### src/rtl/mult_arb_pkg.sv
// Shared types and widths for the two-requester multiplier arbiter.
package mult_arb_pkg;

    localparam int unsigned OP_W   = 4;
    localparam int unsigned PROD_W = 8;
    localparam int unsigned ID_W   = 1;

    typedef enum logic [1:0] {
        ST_IDLE = 2'd0,
        ST_CALC = 2'd1,
        ST_DONE = 2'd2
    } state_t;

endpackage

### src/rtl/array_mult4.sv
// Combinational 4x4 unsigned array multiplier built from rows of full adders.
module array_mult4
    import mult_arb_pkg::*;
(
    input  logic [OP_W-1:0]   a,
    input  logic [OP_W-1:0]   b,
    output logic [PROD_W-1:0] product
);

    logic [PROD_W-1:0] acc;
    logic [PROD_W-1:0] addend;
    logic [PROD_W-1:0] sum;
    logic              carry;

    // Each row adds one shifted partial product into the running sum
    // through a ripple chain of full adders.
    always_comb begin
        acc    = '0;
        addend = '0;
        sum    = '0;
        carry  = 1'b0;
        for (int unsigned i = 0; i < OP_W; i++) begin
            addend = '0;
            for (int unsigned j = 0; j < OP_W; j++) begin
                addend[i+j] = a[j] & b[i];
            end
            carry = 1'b0;
            for (int unsigned k = 0; k < PROD_W; k++) begin
                sum[k] = acc[k] ^ addend[k] ^ carry;
                carry  = (acc[k] & addend[k]) | (carry & (acc[k] ^ addend[k]));
            end
            acc = sum;
        end
        product = acc;
    end

endmodule

### src/rtl/mult_arbiter.sv
// Round-robin arbiter feeding a shared 4x4 multiplier with a ready/valid result port.
// Optional MULT_ARBITER_ZERO_SKIP_EN: zero operands bypass the CALC state.
module mult_arbiter
    import mult_arb_pkg::*;
(
    input  logic              clk,
    input  logic              rst,
    input  logic              req0_valid,
    input  logic [OP_W-1:0]   req0_a,
    input  logic [OP_W-1:0]   req0_b,
    output logic              req0_ready,
    input  logic              req1_valid,
    input  logic [OP_W-1:0]   req1_a,
    input  logic [OP_W-1:0]   req1_b,
    output logic              req1_ready,
    output logic              res_valid,
    input  logic              res_ready,
    output logic [PROD_W-1:0] res_product,
    output logic [ID_W-1:0]   res_id,
    output logic              busy
);

    state_t            state;
    state_t            state_nxt;
    logic [ID_W-1:0]   last_id;
    logic [ID_W-1:0]   grant_id;
    logic              accept;
    logic [OP_W-1:0]   op_a;
    logic [OP_W-1:0]   op_b;
    logic [OP_W-1:0]   sel_a;
    logic [OP_W-1:0]   sel_b;
    logic [PROD_W-1:0] prod_comb;
`ifdef MULT_ARBITER_ZERO_SKIP_EN
    logic              zero_op;
`endif

    array_mult4 u_mult (
        .a       (op_a),
        .b       (op_b),
        .product (prod_comb)
    );

    always_comb begin
        grant_id   = '0;
        accept     = 1'b0;
        req0_ready = 1'b0;
        req1_ready = 1'b0;
        sel_a      = req0_a;
        sel_b      = req0_b;
        state_nxt  = state;

        // Contention goes to whoever was not served last; otherwise the lone valid wins.
        if (req0_valid && req1_valid) begin
            grant_id = ~last_id;
        end else begin
            grant_id = req1_valid;
        end

        if (grant_id != '0) begin
            sel_a = req1_a;
            sel_b = req1_b;
        end

        accept     = (state == ST_IDLE) && !rst && (req0_valid || req1_valid);
        req0_ready = accept && (grant_id == '0);
        req1_ready = accept && (grant_id != '0);

`ifdef MULT_ARBITER_ZERO_SKIP_EN
        zero_op = (sel_a == '0) || (sel_b == '0);
`endif

        case (state)
            ST_IDLE: begin
                if (accept) begin
`ifdef MULT_ARBITER_ZERO_SKIP_EN
                    state_nxt = zero_op ? ST_DONE : ST_CALC;
`else
                    state_nxt = ST_CALC;
`endif
                end
            end
            ST_CALC: state_nxt = ST_DONE;
            ST_DONE: begin
                if (res_ready) begin
                    state_nxt = ST_IDLE;
                end
            end
            default: state_nxt = ST_IDLE;
        endcase
    end

    always_ff @(posedge clk) begin
        if (rst) begin
            state       <= ST_IDLE;
            last_id     <= '1;
            res_id      <= '0;
            res_product <= '0;
            op_a        <= '0;
            op_b        <= '0;
        end else begin
            state <= state_nxt;
            if (accept) begin
                op_a    <= sel_a;
                op_b    <= sel_b;
                last_id <= grant_id;
                res_id  <= grant_id;
`ifdef MULT_ARBITER_ZERO_SKIP_EN
                if (zero_op) begin
                    res_product <= '0;
                end
`endif
            end
            if (state == ST_CALC) begin
                res_product <= prod_comb;
            end
        end
    end

    assign res_valid = (state == ST_DONE);
    assign busy      = (state != ST_IDLE);

endmodule

### config.mk
export PLATFORM = sky130hd
export DESIGN_NAME = mult_arbiter
export DESIGN_NICKNAME = d
export VERILOG_FILES = /design/src/rtl/mult_arb_pkg.sv /design/src/rtl/array_mult4.sv /design/src/rtl/mult_arbiter.sv
export SDC_FILE = /design/constraint.sdc
export NUM_CORES = 1
export LEC_CHECK = 0
export CAP_MARGIN = 15
export CORE_UTILIZATION = 39
export DETAILED_ROUTE_END_ITERATION = 10
export PLACE_DENSITY = 0.68
export SKIP_LAST_GASP = 1
export SYNTH_ARGS = -nofsm -noshare
export SYNTH_HDL_FRONTEND = slang
export SYNTH_HIERARCHICAL = 1
export SYNTH_SLANG_ARGS = --single-unit
### constraint.sdc
create_clock -name clk -period 5 [get_ports clk]
set_input_delay 1 -clock clk [delete_from_list [all_inputs] [get_ports clk]]
set_output_delay 1 -clock clk [all_outputs]
set_load 0.1 [all_outputs]
### Register map, names as in the netlist

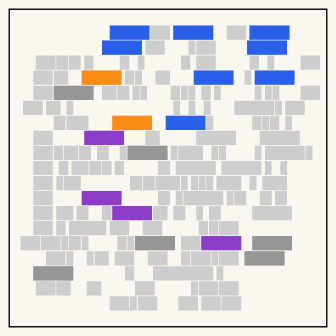
[blue] res_product | sequential cells: 8
[purple] op_a | sequential cells: 4
[orange] state | sequential cells: 2
Seq. cell area: 400 µm²
Seq power: 0.181 mW

==> results.py <==
# Auto-generated metrics
metrics = {
    "setup_path": {
        "cp.required_ns": 5.20,
        "critPathBufInv": 4,
        "worst_path_dominant_cell_family": "adder cells",
        "path_class": "reg2reg",
        "cp_slowest_cell": "fa_1",
        "critPathMaxStageDelay_ns": 0.49,
        "r2r_slack_ns": 0.80,
        "path_max_fanout": 5,
        "r2r-start": "op_a[1]",
        "path_cells": "and2_1 -> ha_1 -> inv_1 -> fa_1 -> fa_1 -> inv_1 -> fa_1 -> fa_1 -> fa_1 -> inv_1 -> fa_1 -> fa_1 -> inv_1 -> nand2_1 -> a21oi_1",
        "cp.depth": 15,
        "crit_start": "op_a[1]",
    },
    "clock_network": {
        "clock-sinks": 20,
        "ctsResizeCount": 0,
        "ctsRootBufferMaster": "clkbuf_4",
        "postCtsSetupBuffers": 0,
        "hold_buffers": 0,
        "htree_levels": 1,
        "tritoncts": "built",
        "insertion_delay_ns": 0.30,
    },
    "synth": {
        "flop_cell": "dfxtp_1",
        "syn_inst": 139,
        "common_cells": "23 x nand2_1, 20 x dfxtp_1, 19 x inv_1",
        "synth_top_area_share_pct": 33.8,
        "edf_count": 0,
        "floorplan.nets": 172,
        "synth_area_per_cell_um2": 8.52,
        "largest_area_cell": "dfxtp_1",
        "synth_seq_share_pct": 33.8,
    },
    "cells_and_area": {
        "antennaDiodeCount": 0,
        "final_area_um2": 1590,
        "finalNonFillerCells": 203,
        "fin_nets": 206,
        "fillers": 275,
        "drive_gt1_share_pct": 6.98,
        "final_util_pct": 56.2,
    },
    "pwr": {
        "p_sw_share_pct": 30.2,
        "clockPowerShare_pct": 31.5,
        "power.internal_mw": 0.291,
        "fin_total_pwr_mw": 0.417,
        "combPwrFrac_pct": 25.0,
        "leakagePower_nw": 0.656,
    },
    "flow_run": {
        "drv_cap": 0,
    },
    "floorplanning": {
        "num_rows": 19,
        "dieWidth_um": 57.1,
        "core-area_um2": 2830,
        "ios": 34,
    },
    "final_timing": {
        "final.min_clock_period_ns": 4.20,
        "worstMarginPinSlew_ns": 0.967,
        "worst_slack_ns": 0.798,
        "slew_viol_final": 0,
        "slew_headroom_pct": 35.3,
        "hold_viol_final": 0,
    },
    "grt": {
        "grt_pass1_vias": 1065,
        "grtUsageMet1_pct": 19.0,
        "grt_first_pass_wirelength_um": 4330,
        "grt_max_degree": 21,
        "grt_busiest_layer": "met2",
    },
    "route": {
        "drtIter0Drc": 14,
        "viasPerCell": 5.10,
        "drcViolationCount": 2,
    },
    "run_status": {
        "violations": "DRC",
        "outcome": "finished with violations",
    },
    "placed_design": {
        "numPortBuffers": 33,
    },
    "worst_hold_path": {
        "hold_depth": 2,
        "min_from": "res_product[3]",
        "whs_endpoint": "res_product[3]",
    },
}
### M3 wires

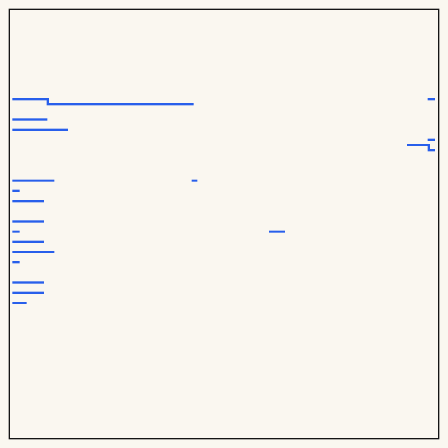
nets with wire on the layer: 18
main direction: horizontal
share of all routed wire: 3.2%
wire length on this layer: 77.5 µm
longest straight run: 19.3 µm
drt total wl: 2450 µm
via count: 1035

cells by family after synthesis:
logic type | after synthesis | share of synthesized area, %
fa+ha+maj | 12 | 17.7
simple gates | 58 | 26.2
compound gates | 25 | 14.7
buf+inv | 24 | 7.60
flops | 20 | 33.8
final cells by class:
| cell class | instances | area share (%) |
|---|---|---|
| Clock buffer | 3 | 1.42 |
| Clock inverter | 1 | 1.89 |
| Inverter | 19 | 4.48 |
| Multi-Input combinational cell | 95 | 43.7 |
| Sequential cell | 20 | 25.2 |
| Tap cell | 31 | 2.44 |
| Timing Repair Buffer | 34 | 20.9 |
power groups by stage:
stage | registers, mW | clock network, mW | logic, mW
floorplan | 0.193 | 0 | 0.0613
global placement | 0.185 | 0 | 0.103
detailed placement | 0.185 | 0 | 0.104
CTS | 0.181 | 0.137 | 0.105
global route | 0.184 | 0.144 | 0.112
finish | 0.181 | 0.131 | 0.104
layout by cell type, fill, tap and decap left out, types with 2 or more instances in the layout:
master,Yosys,final
nand2_1,23,23
o21ai_0,3,3
clkbuf_4,0,3
fa_1,8,8
inv_1,19,19
nand2b_1,2,2
ha_1,4,4
a21oi_1,9,9
buf_4,0,3
and2_1,9,9
nand4b_1,3,3
a221o_1,5,5
a31oi_1,3,3
nor3_1,5,5
dfxtp_1,20,20
nand3_1,3,3
nor2_1,5,5
clkdlybuf4s50_1,0,31
nor2b_1,2,2
flip-flops by register name (all words and copies together), names as in the netlist:
signal and count:
op_b 4, res_product 8, state 2, res_id 1
op_a 4, last_id 1
per-layer routing:
layer  part of all wire, %  wire, µm
met1                    45      1100
met2                    51      1260
met3                   3.1        77
met4                  0.41        10
met5                     0         0
Power figures rest on the tool's default switching activity, not on a simulated workload.
